### Clock distribution, run 1

Scale: 3 px per µm.
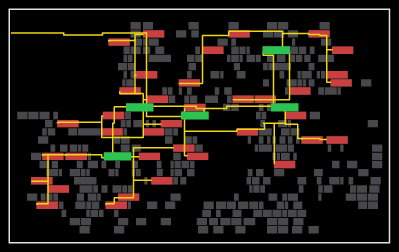
### Close-up of the layout, run 1

Window x 85 to 105, y 9 to 29 µm. Cells in grey, sequential cells in the stronger grey; small squares are vias.
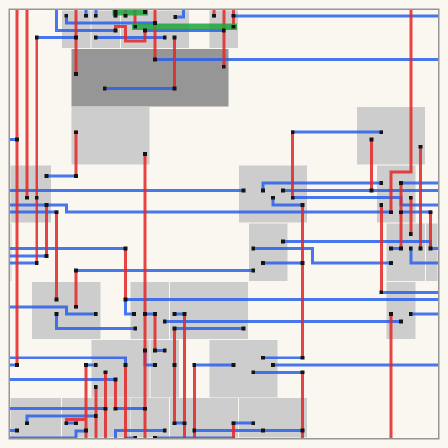
### Metal layers overlaid, run 1

Scale: 4 px per µm.
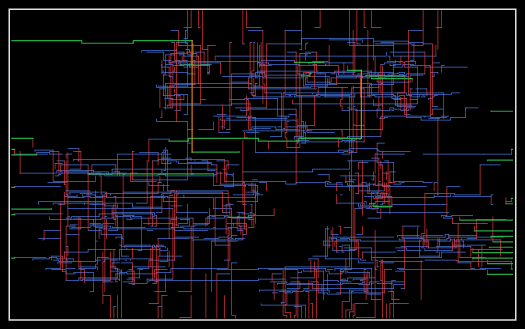
## config.mk

```make
export PLATFORM = sky130hd
export DESIGN_NAME = pipeline_hazard_ctrl_flat
export DESIGN_NICKNAME = d
export VERILOG_FILES = /design/src/rtl/pipeline_hazard_ctrl_pkg.sv /design/src/rtl/pipeline_hazard_ctrl_if.sv /design/src/rtl/pipeline_hazard_ctrl_perf_sat_counter.sv /design/src/rtl/pipeline_hazard_ctrl.sv /design/src/flat_wrapper.sv
export SDC_FILE = /design/constraint.sdc
export NUM_CORES = 1
export LEC_CHECK = 0
export CAP_MARGIN = 5
export CORE_ASPECT_RATIO = 0.6
export CORE_MARGIN = 2
export CORE_UTILIZATION = 25
export DETAILED_ROUTE_END_ITERATION = 8
export PLACE_DENSITY_LB_ADDON = 0.1
export SLEW_MARGIN = 25
export SYNTH_ARGS = -nofsm -noshare
export SYNTH_HDL_FRONTEND = slang
export SYNTH_HIERARCHICAL = 1
export SYNTH_SLANG_ARGS = --single-unit
```

## constraint.sdc

```tcl
create_clock -name clk -period 5.5 [get_ports clk]
set_input_delay 0.55 -clock clk [delete_from_list [all_inputs] [get_ports clk]]
set_output_delay 0.55 -clock clk [all_outputs]
set_load 0.05 [all_outputs]
```

## src/rtl/pipeline_hazard_ctrl_pkg.sv

```systemverilog
`default_nettype none
// ============================================================================
//  Module      : pipeline_hazard_ctrl_pkg
//  Description : Shared definitions for the pipeline hazard controller:
//                instruction opcodes, FSM state encoding and the
//                source-register usage decode. main_control decodes the
//                same opcodes from this package.
//  Revision    : 1.0 - initial release
// ============================================================================
package pipeline_hazard_ctrl_pkg;

   // Opcodes understood by the pipeline; anything else behaves as a NOP.
   localparam logic [5:0] OP_LW  = 6'b100011;
   localparam logic [5:0] OP_SW  = 6'b101011;
   localparam logic [5:0] OP_LUI = 6'b001111;
   localparam logic [5:0] OP_ORI = 6'b001110;
   localparam logic [5:0] OP_MUL = 6'b011010;
   localparam logic [5:0] OP_JR  = 6'b000010;

   // Hazard controller FSM encoding
   localparam int STATE_W = 1;
   typedef logic [STATE_W-1:0] state_t;
   localparam state_t ST_RUN      = 1'b0;
   localparam state_t ST_MUL_WAIT = 1'b1;

   // Which register fields an instruction actually reads
   typedef struct packed {
      logic rs;
      logic rt;
   } src_use_t;

   function automatic src_use_t src_use(input logic [5:0] i_op);
      src_use_t u;
      u = '0;
      case (i_op)
         OP_LW, OP_ORI, OP_JR: u.rs = 1'b1;
         OP_SW, OP_MUL: begin
            u.rs = 1'b1;
            u.rt = 1'b1;
         end
         OP_LUI:  u = '0;
         default: u = '0;
      endcase
      return u;
   endfunction

endpackage : pipeline_hazard_ctrl_pkg
`default_nettype wire

```

## src/rtl/pipeline_hazard_ctrl_if.sv

```systemverilog
`default_nettype none
// ============================================================================
//  Module      : pipeline_hazard_ctrl_if
//  Description : Bundle between the pipeline datapath and the hazard
//                controller.
//                master : datapath side - drives ID/EX status, receives
//                         stall/flush/bubble controls and perf counters.
//                slave  : hazard controller side.
//                Signals: id_valid, id_opcode, id_rs, id_rt, ex_valid,
//                ex_mem_read, ex_reg_write, ex_dst, ex_is_mul (to ctrl);
//                pc_stall, ifid_stall, ifid_flush, idex_bubble,
//                idex_stall, exmem_bubble, jr_take, stall_cnt,
//                flush_cnt (from ctrl).
//  Revision    : 1.0 - initial release
// ============================================================================
interface pipeline_hazard_ctrl_if #(
   parameter int CNT_W = 16
);
   logic             id_valid;
   logic [5:0]       id_opcode;
   logic [4:0]       id_rs;
   logic [4:0]       id_rt;
   logic             ex_valid;
   logic             ex_mem_read;
   logic             ex_reg_write;
   logic [4:0]       ex_dst;
   logic             ex_is_mul;

   logic             pc_stall;
   logic             ifid_stall;
   logic             ifid_flush;
   logic             idex_bubble;
   logic             idex_stall;
   logic             exmem_bubble;
   logic             jr_take;
   logic [CNT_W-1:0] stall_cnt;
   logic [CNT_W-1:0] flush_cnt;

   modport master (
      output id_valid, id_opcode, id_rs, id_rt,
      output ex_valid, ex_mem_read, ex_reg_write, ex_dst, ex_is_mul,
      input  pc_stall, ifid_stall, ifid_flush, idex_bubble, idex_stall,
      input  exmem_bubble, jr_take, stall_cnt, flush_cnt
   );

   modport slave (
      input  id_valid, id_opcode, id_rs, id_rt,
      input  ex_valid, ex_mem_read, ex_reg_write, ex_dst, ex_is_mul,
      output pc_stall, ifid_stall, ifid_flush, idex_bubble, idex_stall,
      output exmem_bubble, jr_take, stall_cnt, flush_cnt
   );

endinterface : pipeline_hazard_ctrl_if
`default_nettype wire

```

## src/rtl/pipeline_hazard_ctrl_perf_sat_counter.sv

```systemverilog
`default_nettype none
// ============================================================================
//  Module      : perf_sat_counter
//  Description : Saturating event counter. Counts cycles with i_inc=1,
//                sticks at all-ones, synchronous clear.
//                Ports: clk, i_clear, i_inc, o_cnt[CNT_W].
//  Revision    : 1.0 - initial release
// ============================================================================
module perf_sat_counter #(
   parameter int CNT_W = 16
) (
   input  wire logic             clk,
   input  wire logic             i_clear,
   input  wire logic             i_inc,
   output      logic [CNT_W-1:0] o_cnt
);

   logic [CNT_W-1:0] r_cnt;

   always_ff @(posedge clk) begin
      if (i_clear) begin
         r_cnt <= '0;
      end else if (i_inc && (r_cnt != '1)) begin
         r_cnt <= r_cnt + 1'b1;
      end
   end

   assign o_cnt = r_cnt;

endmodule : perf_sat_counter
`default_nettype wire

```

## src/rtl/pipeline_hazard_ctrl.sv

```systemverilog
`default_nettype none
// ============================================================================
//  Module      : pipeline_hazard_ctrl
//  Description : Sequences the 5-stage pipeline: load-use / jr-source
//                stalls, multiplier freeze of IF/ID/EX, wrong-path squash
//                after jr, saturating stall/flush perf counters.
//                Ports: clk, rst (sync, active high),
//                bus (pipeline_hazard_ctrl_if.slave).
//  Revision    : 1.0 - initial release
// ============================================================================
module pipeline_hazard_ctrl
   import pipeline_hazard_ctrl_pkg::*;
#(
   parameter int MUL_LAT = 3,
   parameter int CNT_W   = 16
) (
   input wire logic              clk,
   input wire logic              rst,
   pipeline_hazard_ctrl_if.slave bus
);

   // Hold count loaded on entry to MUL_WAIT; entry cycle itself is one hold.
   localparam logic [3:0] c_MCNT_INIT = (MUL_LAT > 1) ? 4'(MUL_LAT - 2) : 4'd0;
   localparam bit         c_MUL_HOLDS = (MUL_LAT > 1);

   state_t     r_state, w_state_nxt;
   logic [3:0] r_mcnt,  w_mcnt_nxt;

   src_use_t   w_use;
   logic       w_is_jr;
   logic       w_lu_haz;
   logic       w_jr_haz;
   logic       w_mul_start;
   logic       w_hold;

   logic       w_pc_stall, w_ifid_stall, w_ifid_flush;
   logic       w_idex_bubble, w_idex_stall, w_exmem_bubble, w_jr_take;
   logic [CNT_W-1:0] w_stall_cnt, w_flush_cnt;

   // ---------------------------------------------------------------
   // Hazard detection (register 0 never creates a dependency)
   // ---------------------------------------------------------------
   assign w_use   = src_use(bus.id_opcode);
   assign w_is_jr = bus.id_valid && (bus.id_opcode == OP_JR);

   assign w_lu_haz = bus.id_valid && bus.ex_valid && bus.ex_mem_read &&
                     (bus.ex_dst != 5'd0) &&
                     ((w_use.rs && (bus.id_rs == bus.ex_dst)) ||
                      (w_use.rt && (bus.id_rt == bus.ex_dst)));

   // jr reads rs in ID with no forwarding path, so any in-flight writer stalls
   assign w_jr_haz = w_is_jr && bus.ex_valid && bus.ex_reg_write &&
                     (bus.ex_dst == bus.id_rs) && (bus.id_rs != 5'd0);

   assign w_mul_start = bus.ex_valid && bus.ex_is_mul && c_MUL_HOLDS;

   // ---------------------------------------------------------------
   // FSM: state register
   // ---------------------------------------------------------------
   always_ff @(posedge clk) begin
      if (rst) begin
         r_state <= ST_RUN;
         r_mcnt  <= 4'd0;
      end else begin
         r_state <= w_state_nxt;
         r_mcnt  <= w_mcnt_nxt;
      end
   end

   // ---------------------------------------------------------------
   // FSM: next state
   // ---------------------------------------------------------------
   always_comb begin
      w_state_nxt = r_state;
      w_mcnt_nxt  = r_mcnt;
      case (r_state)
         ST_RUN: begin
            if (w_mul_start) begin
               w_state_nxt = ST_MUL_WAIT;
               w_mcnt_nxt  = c_MCNT_INIT;
            end
         end
         ST_MUL_WAIT: begin
            if (r_mcnt != 4'd0) begin
               w_mcnt_nxt = r_mcnt - 4'd1;
            end else begin
               w_state_nxt = ST_RUN;
            end
         end
         default: begin
            w_state_nxt = ST_RUN;
            w_mcnt_nxt  = 4'd0;
         end
      endcase
   end

   // ---------------------------------------------------------------
   // FSM: outputs. The release cycle of MUL_WAIT (mcnt==0) falls through
   // to the normal hazard / jr evaluation, while the mul still sits in EX
   // without re-triggering a hold.
   // ---------------------------------------------------------------
   assign w_hold = ((r_state == ST_RUN) && w_mul_start) ||
                   ((r_state == ST_MUL_WAIT) && (r_mcnt != 4'd0));

   always_comb begin
      w_pc_stall     = 1'b0;
      w_ifid_stall   = 1'b0;
      w_ifid_flush   = 1'b0;
      w_idex_bubble  = 1'b0;
      w_idex_stall   = 1'b0;
      w_exmem_bubble = 1'b0;
      w_jr_take      = 1'b0;
      if (!rst) begin
         if (w_hold) begin
            w_pc_stall     = 1'b1;
            w_ifid_stall   = 1'b1;
            w_idex_stall   = 1'b1;
            w_exmem_bubble = 1'b1;
         end else if (w_lu_haz || w_jr_haz) begin
            w_pc_stall     = 1'b1;
            w_ifid_stall   = 1'b1;
            w_idex_bubble  = 1'b1;
         end else if (w_is_jr) begin
            w_jr_take      = 1'b1;
            w_ifid_flush   = 1'b1;
         end
      end
   end

   // ---------------------------------------------------------------
   // Performance counters
   // ---------------------------------------------------------------
   perf_sat_counter #(.CNT_W(CNT_W)) u_stall_cnt (
      .clk     (clk),
      .i_clear (rst),
      .i_inc   (w_pc_stall),
      .o_cnt   (w_stall_cnt)
   );

   perf_sat_counter #(.CNT_W(CNT_W)) u_flush_cnt (
      .clk     (clk),
      .i_clear (rst),
      .i_inc   (w_ifid_flush),
      .o_cnt   (w_flush_cnt)
   );

   assign bus.pc_stall     = w_pc_stall;
   assign bus.ifid_stall   = w_ifid_stall;
   assign bus.ifid_flush   = w_ifid_flush;
   assign bus.idex_bubble  = w_idex_bubble;
   assign bus.idex_stall   = w_idex_stall;
   assign bus.exmem_bubble = w_exmem_bubble;
   assign bus.jr_take      = w_jr_take;
   assign bus.stall_cnt    = w_stall_cnt;
   assign bus.flush_cnt    = w_flush_cnt;

endmodule : pipeline_hazard_ctrl
`default_nettype wire
```

## src/flat_wrapper.sv

```systemverilog
// flat-port wrapper written by rule: the top's interface ports become plain ports
module pipeline_hazard_ctrl_flat import pipeline_hazard_ctrl_pkg::*;
#(
   parameter int MUL_LAT = 3,
   parameter int CNT_W   = 16
)
  (clk, rst, bus_id_valid, bus_id_opcode, bus_id_rs, bus_id_rt, bus_ex_valid, bus_ex_mem_read, bus_ex_reg_write, bus_ex_dst, bus_ex_is_mul, bus_pc_stall, bus_ifid_stall, bus_ifid_flush, bus_idex_bubble, bus_idex_stall, bus_exmem_bubble, bus_jr_take, bus_stall_cnt, bus_flush_cnt);
  pipeline_hazard_ctrl_if #(.CNT_W(CNT_W)) bus_i ();
  input wire logic clk;
  input wire logic rst;
  input wire logic [$bits(bus_i.id_valid)-1:0] bus_id_valid;
  input wire logic [$bits(bus_i.id_opcode)-1:0] bus_id_opcode;
  input wire logic [$bits(bus_i.id_rs)-1:0] bus_id_rs;
  input wire logic [$bits(bus_i.id_rt)-1:0] bus_id_rt;
  input wire logic [$bits(bus_i.ex_valid)-1:0] bus_ex_valid;
  input wire logic [$bits(bus_i.ex_mem_read)-1:0] bus_ex_mem_read;
  input wire logic [$bits(bus_i.ex_reg_write)-1:0] bus_ex_reg_write;
  input wire logic [$bits(bus_i.ex_dst)-1:0] bus_ex_dst;
  input wire logic [$bits(bus_i.ex_is_mul)-1:0] bus_ex_is_mul;
  output wire logic [$bits(bus_i.pc_stall)-1:0] bus_pc_stall;
  output wire logic [$bits(bus_i.ifid_stall)-1:0] bus_ifid_stall;
  output wire logic [$bits(bus_i.ifid_flush)-1:0] bus_ifid_flush;
  output wire logic [$bits(bus_i.idex_bubble)-1:0] bus_idex_bubble;
  output wire logic [$bits(bus_i.idex_stall)-1:0] bus_idex_stall;
  output wire logic [$bits(bus_i.exmem_bubble)-1:0] bus_exmem_bubble;
  output wire logic [$bits(bus_i.jr_take)-1:0] bus_jr_take;
  output wire logic [$bits(bus_i.stall_cnt)-1:0] bus_stall_cnt;
  output wire logic [$bits(bus_i.flush_cnt)-1:0] bus_flush_cnt;
  assign bus_i.id_valid = bus_id_valid;
  assign bus_i.id_opcode = bus_id_opcode;
  assign bus_i.id_rs = bus_id_rs;
  assign bus_i.id_rt = bus_id_rt;
  assign bus_i.ex_valid = bus_ex_valid;
  assign bus_i.ex_mem_read = bus_ex_mem_read;
  assign bus_i.ex_reg_write = bus_ex_reg_write;
  assign bus_i.ex_dst = bus_ex_dst;
  assign bus_i.ex_is_mul = bus_ex_is_mul;
  assign bus_pc_stall = bus_i.pc_stall;
  assign bus_ifid_stall = bus_i.ifid_stall;
  assign bus_ifid_flush = bus_i.ifid_flush;
  assign bus_idex_bubble = bus_i.idex_bubble;
  assign bus_idex_stall = bus_i.idex_stall;
  assign bus_exmem_bubble = bus_i.exmem_bubble;
  assign bus_jr_take = bus_i.jr_take;
  assign bus_stall_cnt = bus_i.stall_cnt;
  assign bus_flush_cnt = bus_i.flush_cnt;
  pipeline_hazard_ctrl #(.MUL_LAT(MUL_LAT), .CNT_W(CNT_W)) u_core (.clk(clk), .rst(rst), .bus(bus_i));
endmodule
```

==> job_summary.md, run 1 <==
### Flow metrics

| Metric | Value |
|---|---|
| Tool warnings | 27 |
| Largest net degree at the start of global routing | 24 |
| Leak | 0.987 nW |
| Comb. cell area | between 1000 and 1500 µm² |
| Netlist cell types | 44 |
| Core Density at Floorplan | 26.0% |
| Area growth syn-to-layout | 39.4% |
| Max_slew headroom | 41.8% |
| Part of the cycle the worst path needs | 69.4% |
| TritonCTS clock tree | yes |
| Reg clk slew, reported paths | 50 ps |
| DRC Markers | 0 |
| Ys cells | 269 |
| Hpwl dp | 4630 µm |
| Antenna diodes | 0 |
| Worst Tran Pin Value | ~870 ps |
| Clkbuf count | 5 |
| Via Count | 2271 |
| Clk_lat worst skew | 280 ps |
| Crit path max fanout | 9 |
| Final #Nets | 364 |
| WL per Instance | 14.4 µm |
| Well-Tap Cells | 112 |
| DRT Pass-1 Iters | 4 |
| Dominant logic cell type in the layout | clkdlybuf4s50_1 |
| RSZ-0062 raised after global routing | no |
| Ys async rst share | 0% |
| CTS resizes | 0 |
| DRT iter0 DRCs | roughly 120 |
| Max Fclk | 0.262 GHz |
| Ys flops | 37 |
| Worst EP required | roughly 5000 ps |
| Vias in the first global route | roughly 2000 |
| Final Skew | 5.27 ps |
| Clock distribution area overhead in the final layout | 4.16% |
| Flop share of the area | a little under a quarter |
| Worst r2r path cells | 10 |
| Root Buffer Master | clkbuf_16 |
| Total Power | around 610 µW |
| Post-Syn Area | 2240 µm² |
| Post-synthesis sequential area ratio | 33.1% |
| Status | completed |
| Post-CTS Hold Buffers | 0 |
| Maxcap violations | 0 |
| Setup Total Neg Slack | 0 ps |
| Total Wirelength | 6360 µm |
| Gpl congestion | 0.815 |
| # rows | 26 |
| Fill cells | 876 |
| Critical path type | input port to output port |
| Ys Warns | 6 |
| Final setup violation count | 0 |
| Die boundary height | ~77 µm |
| Hold path depth | 2 |
| Yosys stat chip area | 2240 µm² |
| Sequential Area | ~740 µm² |
| Die area | 9760 µm² |
| Ys flop type | dfxtp_1 |
| Post-CTS setup buffer count | 0 |
| Initial antenna violation count | 0 |
| Non-clock buffers | 68 |
| Hold WC Path Type | flip-flop to flip-flop |
| H-tree Lvls | 2 |
| GRT Resource Usage Total | 13.2% |
| Layout non-clock buf frac | 21.6% |
| Startpoint types | input port |
Notes on 'Clock distribution' above:
[red] flip-flops | count: 37
[green] cells driving clock nets | count: 5
[yellow] clock wires | length: 610 µm
routed clock nets: 6

Notes on 'Close-up of the layout' above:
| colour | layer |
|---|---|
| blue | met1 |
| red | met2 |
| green | met3 |
most frequent: xnor2_1 (5), nand2_1 (3)
netlist names of flops here include: `u_core/r_mcnt` (1)
sequential cells in the window: 1
cells with their middle in the window: 24

Notes on 'Metal layers overlaid' above:
| colour | layer | wire length |
|---|---|---|
| blue | met1 | 3590 µm |
| orange | met4 | 44.9 µm |
| green | met3 | 301 µm |
| red | met2 | 2430 µm |

## run 1: Yosys cell counts, types with 3 or more instances
cell type / number / area, µm²
nor2_1: 22 / 82.6
nand3_1: 15 / 75.1
nor2b_1: 4 / 25.0
nand4_1: 7 / 43.8
buf_4: 3 / 22.5
o31ai_1: 12 / 90.1
clkbuf_1: 4 / 15.0
nand2_1: 15 / 56.3
nor3_1: 15 / 75.1
nor4bb_1: 3 / 30.0
or3_1: 6 / 37.5
o21ai_0: 8 / 40.0
xnor2_1: 12 / 105
a21oi_1: 23 / 115
or4_1: 15 / 113
and4_1: 7 / 61.3
xor2_1: 5 / 43.8
nand3b_1: 3 / 22.5
inv_1: 8 / 30.0
nor4_1: 5 / 31.3
dfxtp_1: 37 / 741
ha_1: 4 / 50.1
and3_1: 3 / 18.8
## run 1: kinds of logic (layout without fill, tap and decap cells)
group | after synthesis | count (layout) | share of synthesized area, %
and+or+nand+nor | 131 | 131 | 36.3
AOI/OAI and AO/OA | 56 | 56 | 15.7
DFF | 37 | 37 | 33.1
buffers and inverters | 20 | 82 | 4.13
xor gates and xnor gates | 17 | 17 | 6.64
adders and majority gates | 4 | 4 | 2.23
muxes | 4 | 4 | 1.90
## run 1: metrics by stage
stage | utilization, % | worst slack (ps) | hold WS [ps] | cells | area (µm²)
2_1_floorplan | - | 1620 | 470 | 269 | 2240
3_3_place_gp | 34.7 | 1740 | 502 | 437 | 2990
3_5_place_dp | 34.7 | 1680 | 502 | 437 | 2990
4_1_cts | 36.2 | 1670 | 516 | 443 | 3120
5_1_grt | 36.2 | 1550 | 551 | 443 | 3120
6_report | 36.2 | 1680 | 513 | 443 | 3120
## run 1: where the power goes
part           internal [mW]  total [mW]  switching (mW)
clock                  0.162       0.270           0.108
sequential             0.271       0.274         0.00274
combinational         0.0342      0.0678          0.0336
total                  0.467       0.611           0.144
## run 1: state kept, by name, indices dropped and copies added (netlist names)
signal and cells:
u_core/r_mcnt 4, u_core/u_stall_cnt/o_cnt 16, u_core/u_flush_cnt/o_cnt 16, u_core/r_state 1
## run 1: worst paths after layout
check                                                   start                                        end  slack, ps
worst min-delay path            u_core/r_mcnt[3]$_SDFFE_PP0P_              u_core/r_mcnt[3]$_SDFFE_PP0P_        510
worst min register to register  u_core/r_mcnt[3]$_SDFFE_PP0P_              u_core/r_mcnt[3]$_SDFFE_PP0P_        510
worst max register to register  u_core/r_mcnt[0]$_SDFFE_PP0P_  u_core/u_flush_cnt/o_cnt[11]$_SDFFE_PP0P_       2420
worst max-delay path                            bus_ex_dst[1]                                bus_jr_take       1680
## run 1: layer usage
| metal | vias up | track usage (%) | wire length, µm | share of wire, % |
|---|---|---|---|---|
| met5 | - | 0 | 0 | 0 |
| met4 | 0 | 3.30 | 44 | 0.69 |
| met3 | 4 | 3.66 | 301 | 4.7 |
| met2 | 45 | 18.2 | 2430 | 38 |
| met1 | 1065 | 19.9 | 3590 | 56 |
| li1 | 1157 | - | - | - |
## run 1: worst max-delay path, cell delays in order
cell	delay, ps
clkdlybuf4s50_1	470
or4_4	560
o21ai_2	150
nor3_1	80
o21ai_2	170
and3_1	400
clkdlybuf4s50_1	880
### Congestion heat map, run 1

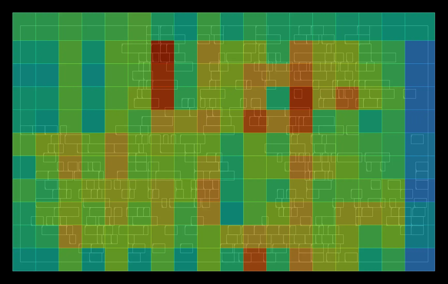

==> run 2: changes to the inputs <==
==> constraint.sdc (replaced) <==
create_clock -name clk -period 3.2 [get_ports clk]
set_input_delay 0.32 -clock clk [delete_from_list [all_inputs] [get_ports clk]]
set_output_delay 0.32 -clock clk [all_outputs]
set_load 0.05 [all_outputs]
### Congestion heat map, run 2

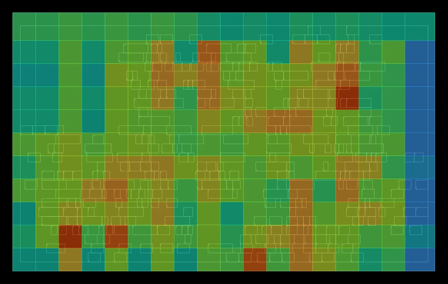
met3 usage: 4.28%
WL per Instance: 14.4 µm
met1 Usage GRT: 19.6%

==> run 2 against run 1 <==
Against the previous run:
- synthesized cell count is the same
- non-clock buffer count up 7
- design area rose by 3.7%
- area after synthesis did not move
- register-to-register slack lost 2100 ps
- clock-buffer cell count unchanged
- clock skew rose by 1.5 ps
- via count rose by 2.5%
- hold slack improved by 8.3 ps
- largest cell class unchanged
==> job_summary.md, run 2 <==
### Flow metrics

| Metric | Value |
|---|---|
| Logic pwr share | 11.3% (was 11.1%) |
| Dominant logic cell type in the layout | clkdlybuf4s50_1 (unchanged) |
| Main area contributors | dfxtp_1 (33%), a21oi_1 (5.1%), or4_1 (5.0%) (unchanged) |
| Startpoint types | input port (unchanged) |
| H-tree Lvls | 2 (unchanged) |
| Post-place instance area | 3100 µm² (was 2990 µm²) |
| Clk_lat worst skew | 280 ps (about the same) |
| Leak | 1.05 nW (was 0.987 nW) |
| Ys cells | 269 (unchanged) |
| Die area | 9760 µm² (unchanged) |
| Hold WC Path Type | flip-flop to flip-flop (unchanged) |
| Gpl congestion | 0.793 (was 0.815) |
| CTS resizes | 0 (unchanged) |
| RSZ-0062 raised after global routing | no (unchanged) |
| Area leader share | 33.1% (unchanged) |
| Post-synthesis sequential area ratio | 33.1% (unchanged) |
| Synth Area in XOR/XNOR | 6.64% (unchanged) |
| Hpwl dp | 4870 µm (was 4630 µm) |
| Worst EP required | 3370 ps (was 4950 ps) |
| Maxcap violations | 0 (unchanged) |
| Initial antenna violation count | 0 (unchanged) |
| Netlist cell types | 44 (unchanged) |
| Post-Syn Area | 2240 µm² (unchanged) |
| Top cell type by total area after synthesis | dfxtp_1 (unchanged) |
| Yosys stat chip area | 2240 µm² (unchanged) |
| GRT Resource Usage Total | 13.4% (was 13.2%) |
| Core Density at Floorplan | 26.0% (unchanged) |
| Largest net degree at the start of global routing | 28 (was 24) |
| Crit path max fanout | 11 (was 9) |
| Root Buffer Master | clkbuf_16 (unchanged) |
| Top logic family | simple AND/OR/NAND/NOR gates (unchanged) |
| Total Wirelength | 6500 µm (was 6360 µm) |
| I/O Buffers | 66 (unchanged) |
| Via Count | 2327 (was 2271) |
| Final #Nets | 371 (was 364) |
| DRT Pass-1 Iters | 4 (unchanged) |
| TritonCTS clock tree | yes (unchanged) |
| Clock Power Share | 44.7% (was 44.1%) |
| Ys Warns | 6 (unchanged) |
| Antenna diodes | 0 (unchanged) |
| Part of the cycle the worst path needs | 91.1% |
| WHS | 521 ps (was 513 ps) |
| Post-CTS setup buffer count | 0 (unchanged) |
| Antenna-violating nets left | 0 (unchanged) |
| DRC Markers | 0 (unchanged) |
| Fin. Hold Viols | 0 (unchanged) |
| WP data arrival | 3090 ps (was 3270 ps) |
| Total Power | 1.07 mW (was 611 µW) |
| Post-Syn Instances | 269 (unchanged) |
| Synth top cell by count | dfxtp_1 (unchanged) |
| TritonCTS Buffers | 5 (unchanged) |
| Commonest cells in the netlist | dfxtp_1 (37), a21oi_1 (23), nor2_1 (22) (unchanged) |
| Aoi share | 15.7% (unchanged) |
| Ys async rst share | 0% (unchanged) |
| Critical path type | input port to flip-flop (was input port to output port) |
| Chip width | 126 µm (unchanged) |
| Area growth syn-to-layout | 44.6% (was 39.4%) |
| Final Util | 37.6% (was 36.2%) |
| Reg clk slew, reported paths | 60 ps (was 50 ps) |
| Ys flop type | dfxtp_1 (unchanged) |
| Design Area, Final | 3240 µm² (was 3120 µm²) |
| Setup Total Neg Slack | 0 ps (unchanged) |
| Pint | 814 µW (was 467 µW) |
| Pwr/cell area | 330 nW/µm² (was 196 nW/µm²) |
| Max_slew headroom | 43.8% (was 41.8%) |
| Simple share | 36.3% (unchanged) |
| Final setup violation count | 0 (unchanged) |
| Max Fclk | 0.343 GHz |
| Die boundary height | 77.3 µm (unchanged) |
| Yosys adder share | 2.23% (unchanged) |
| Psw | 256 µW (was 144 µW) |
| Mux area share | 1.90% (unchanged) |
| Peak supply drop | 0.203 mV (was 0.120 mV) |
| Power share of the sequential group | 43.9% (was 44.8%) |
| Post-CTS Hold Buffers | 0 (unchanged) |
| Ys flops | 37 (unchanged) |
| Status | completed (unchanged) |
| Worst Tran Pin Value | 832 ps (was 866 ps) |
| DRT iter0 DRCs | 161 (was 117) |
| # rows | 26 (unchanged) |
| Vias in the first global route | 2079 (was 2008) |
run 2: final timing paths:
path	from	end	slack, ps	cells past startpoint
max reg2reg	u_core/r_mcnt[0]$_SDFFE_PP0P_	u_core/u_flush_cnt/o_cnt[11]$_SDFFE_PP0P_	320	10
max	bus_ex_dst[2]	u_core/u_flush_cnt/o_cnt[11]$_SDFFE_PP0P_	280	9
min reg2reg	u_core/r_mcnt[0]$_SDFFE_PP0P_	u_core/r_mcnt[0]$_SDFFE_PP0P_	520	1
min	u_core/r_mcnt[0]$_SDFFE_PP0P_	u_core/r_mcnt[0]$_SDFFE_PP0P_	520	1
run 2: power groups by stage:
stage / clock, mW / combinational [mW] / sequential (mW)
5_1_grt: 0.517 / 0.132 / 0.470
2_1_floorplan: 0 / 0.0599 / 0.481
3_5_place_dp: 0 / 0.121 / 0.480
6_report: 0.479 / 0.121 / 0.470
4_1_cts: 0.493 / 0.122 / 0.470
3_3_place_gp: 0 / 0.122 / 0.480
run 2: per-stage QoR:
stage                     std cells  worst slack, ps
after global placement          444             8.96
final                           452              285
after global routing            452             73.4
after detailed placement        444             24.7
after floorplan                 269              158
after CTS                       452              301
run 2: final cells by class:
cell class	count	area, µm²
fill	855	5380
clock buffer	5	125
sequential	37	741
timing repair buffer	75	773
tap	112	140
clock inverter	3	17.5
inverter	8	30.0
multi-input combinational	212	1410
run 2: kinds of logic after synthesis:
group	Yosys count
AOI/OAI and AO/OA	56
xor gates and xnor gates	17
adders and majority gates	4
buffers and inverters	20
DFF	37
muxes	4
and+or+nand+nor	131
run 2: critical path, cell delays in order:
cell and delay, ps:
clkdlybuf4s50_1 470, or4_4 540, o21ai_2 150, nor3_1 90, o21ai_2 200, and3_1 300, nand2_1 280, nor4bb_1 370
mux2_2 370
run 2: layer usage:
layer  part of all wire [%]  routed length, µm  global-route usage [%]  vias to the layer above
met5                      0                  0                       0                        -
met4                   0.62                 40                    2.97                        0
met3                    5.7                370                    4.28                        4
met2                     41               2690                    18.9                       56
met1                     52               3400                    19.6                     1102
li1                       -                  -                       -                     1165
==> run 3: changes to the inputs <==
--- a/config.mk
+++ b/config.mk
@@ -10,8 +10,9 @@
 export CORE_MARGIN = 2
 export CORE_UTILIZATION = 25
 export DETAILED_ROUTE_END_ITERATION = 8
+export GPL_ROUTABILITY_DRIVEN = 0
 export PLACE_DENSITY_LB_ADDON = 0.1
-export SLEW_MARGIN = 25
+export SLEW_MARGIN = 20
 export SYNTH_ARGS = -nofsm -noshare
 export SYNTH_HDL_FRONTEND = slang
 export SYNTH_HIERARCHICAL = 1
### Close-up of the layout, run 3

Window x 85 to 105, y 9 to 29 µm. Cells in grey, sequential cells in the stronger grey; small squares are vias.
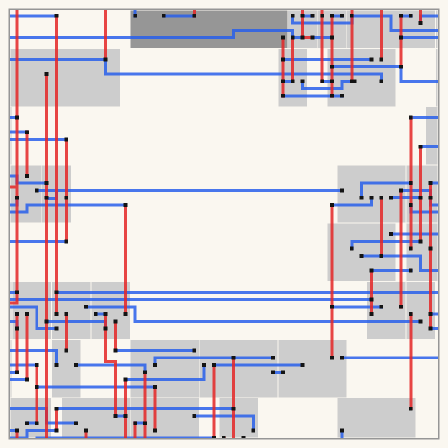

==> run 3 against run 2 <==
Against the previous run:
- clock-buffer cell count did not move
- first-iteration DRC count is the same
- worst setup slack did not move
- clock skew unchanged
- area after synthesis did not move
- power unchanged
- fmax did not move
- global-route usage did not move
- sequential power hardly changed
- design area stayed put
==> job_summary.md, run 3 <==
### Flow metrics

| Metric | Value |
|---|---|
| Status | completed (unchanged) |
| Met1 Usage GRT | 19.6% (unchanged) |
| WP data arrival | 3090 ps (about the same) |
| TritonCTS Buffers | 5 (unchanged) |
| Final setup violation count | 0 (unchanged) |
| Tmin final | 2920 ps (unchanged) |
| Total Power | 1.07 mW (unchanged) |
| Post-CTS Hold Buffers | 0 (unchanged) |
| Initial antenna violation count | 0 (unchanged) |
| Part of the cycle the worst path needs | 91.1% (unchanged) |
| Largest net degree at the start of global routing | 28 (unchanged) |
| GRT Resource Usage Total | 13.4% (unchanged) |
| Antenna-violating nets left | 0 (unchanged) |
| Max-slew violations | 0 (unchanged) |
| Crit path max fanout | 11 (unchanged) |
| Finished Layout Cells | 452 (unchanged) |
| Ys cells | 269 (unchanged) |
| Synth top cell by count | dfxtp_1 (unchanged) |
| Main area contributors | dfxtp_1 (33%), a21oi_1 (5.1%), or4_1 (5.0%) (unchanged) |
| Ys async rst share | 0% (unchanged) |
| Worst EP required | 3370 ps (about the same) |
| Syn_area_per_cell | 8.33 µm² (unchanged) |
| Pwr/cell area | 330 nW/µm² (unchanged) |
| Fin. Hold Viols | 0 (unchanged) |
| Placed insts | 444 (unchanged) |
| Top cell type by total area after synthesis | dfxtp_1 (unchanged) |
| Dominant logic cell type in the layout | clkdlybuf4s50_1 (unchanged) |
| Core area | 8620 µm² (unchanged) |
| Chip width | 126 µm (unchanged) |
| IO Pins | 67 (unchanged) |
| Final worst slack | 285 ps (unchanged) |
| Startpoint types | input port (unchanged) |
| Final Util | 37.6% (unchanged) |
| Final #Nets | 371 (unchanged) |
| Reg clk slew, reported paths | 60 ps (about the same) |
| Ys Warns | 6 (unchanged) |
| Antenna diodes | 0 (unchanged) |
| WL per Instance | 14.4 µm (unchanged) |
| Leak | 1.05 nW (unchanged) |
| Maxcap violations | 0 (unchanged) |
| Ys flops | 37 (unchanged) |
| Clk_lat worst skew | 280 ps (about the same) |
| DRC Markers | 0 (unchanged) |
| Fill cells | 855 (unchanged) |
| Hold WC Path Type | flip-flop to flip-flop (unchanged) |
| Post-synthesis sequential area ratio | 33.1% (unchanged) |
| Final Skew | 6.79 ps (unchanged) |
| RSZ-0062 raised after global routing | no (unchanged) |
| Worst Tran Pin Value | 832 ps (unchanged) |
| DRT Pass-1 Iters | 4 (unchanged) |
| Die area | 9760 µm² (unchanged) |
| Core Density at Floorplan | 26.0% (unchanged) |
| I/O Buffers | 66 (unchanged) |
| Setup Total Neg Slack | 0 ps (unchanged) |
| CTS resizes | 0 (unchanged) |
| Ys flop type | dfxtp_1 (unchanged) |
| # rows | 26 (unchanged) |
| Clk sinks | 37 (unchanged) |
| Max Fclk | 0.343 GHz (unchanged) |
| GR peak layer | met1 (unchanged) |
| Layout cell share with drive strength beyond 1 | 11.2% (unchanged) |
| Commonest cells in the netlist | dfxtp_1 (37), a21oi_1 (23), nor2_1 (22) (unchanged) |
| DRT iter0 DRCs | 161 (unchanged) |
| Area leader share | 33.1% (unchanged) |
| Total Wirelength | 6500 µm (unchanged) |
| Yosys stat chip area | 2240 µm² (unchanged) |
| Max_slew headroom | 43.8% (unchanged) |
| Peak supply drop | 0.203 mV (unchanged) |
| Die boundary height | 77.3 µm (unchanged) |
| Root Buffer Master | clkbuf_16 (unchanged) |
| Post-CTS setup buffer count | 0 (unchanged) |
| Vias in the first global route | 2079 (unchanged) |
| Met3 usage | 4.28% (unchanged) |
| Setup crit end kind | flip-flop (unchanged) |
| Post-Syn Instances | 269 (unchanged) |
| H-tree Lvls | 2 (unchanged) |
| Tool warnings | 27 (unchanged) |
| Post-Syn Area | 2240 µm² (unchanged) |
| Critical path type | input port to flip-flop (unchanged) |
| Placement Setup Slack | 24.7 ps (unchanged) |
| Hpwl dp | 4870 µm (unchanged) |
| Area growth syn-to-layout | 44.6% (unchanged) |
| Via Count | 2327 (unchanged) |
| Netlist cell types | 44 (unchanged) |
| TritonCTS clock tree | yes (unchanged) |
| Global-route met2 utilization | 18.9% (unchanged) |
## run 3: cell counts after synthesis
Identical to the previous run, type by type.
## run 3: cells by family (layout without fill, tap and decap cells)
group                    after synthesis  count (layout)  synth area share [%]
XOR/XNOR                              17              17                  6.64
flip-flops                            37              37                  33.1
multiplexers                           4               4                  1.90
adder cells (fa/ha/maj)                4               4                  2.23
AND/OR/NAND/NOR                      131             131                  36.3
AND-OR/OR-AND                         56              56                  15.7
buffers and inverters                 20              91                  4.13
## run 3: cell type report
type                            instances  area (µm²)  share of cell area, %
Tap cell                              112         140                   4.33
Clock inverter                          3        17.5                  0.541
Timing Repair Buffer                   75         773                   23.9
Sequential cell                        37         741                   22.9
Clock buffer                            5         125                   3.86
Multi-Input combinational cell        212        1410                   43.6
Inverter                                8        30.0                  0.927
## run 3: final timing paths
check	startpoint	end	slack, ps	cells past startpoint
setup reg to reg	u_core/r_mcnt[0]$_SDFFE_PP0P_	u_core/u_flush_cnt/o_cnt[11]$_SDFFE_PP0P_	320	10
hold / removal	u_core/r_mcnt[0]$_SDFFE_PP0P_	u_core/r_mcnt[0]$_SDFFE_PP0P_	520	1
setup / recovery	bus_ex_dst[2]	u_core/u_flush_cnt/o_cnt[11]$_SDFFE_PP0P_	280	9
hold reg to reg	u_core/r_mcnt[0]$_SDFFE_PP0P_	u_core/r_mcnt[0]$_SDFFE_PP0P_	520	1
## run 3: worst max-delay path, cell delays in order
cell and delay, ps:
clkdlybuf4s50_1 470, or4_4 540, o21ai_2 150, nor3_1 90
o21ai_2 200, and3_1 300, nand2_1 280, nor4bb_1 370
mux2_2 370
## run 3: report_power, final
group	internal, mW	total [mW]	switching [mW]
combinational	0.0627	0.121	0.0586
clock	0.285	0.479	0.193
sequential	0.466	0.470	0.00457
## run 3: routing by layer
| metal | vias up | share of wire (%) | routed length, µm |
|---|---|---|---|
| li1 | 1165 | - | - |
| met1 | 1102 | 52 | 3400 |
| met2 | 56 | 41 | 2690 |
| met3 | 4 | 5.7 | 370 |
| met4 | 0 | 0.62 | 40 |
| met5 | - | 0 | 0 |
## run 3: metrics by stage
stage               area [µm²]  hold WS, ps
finish                    3240          521
global placement          3100          499
detailed placement        3100          514
global route              3240          543
floorplan                 2250          471
CTS                       3240          524
No activity file was given, so power comes from the tool's default toggle rates.
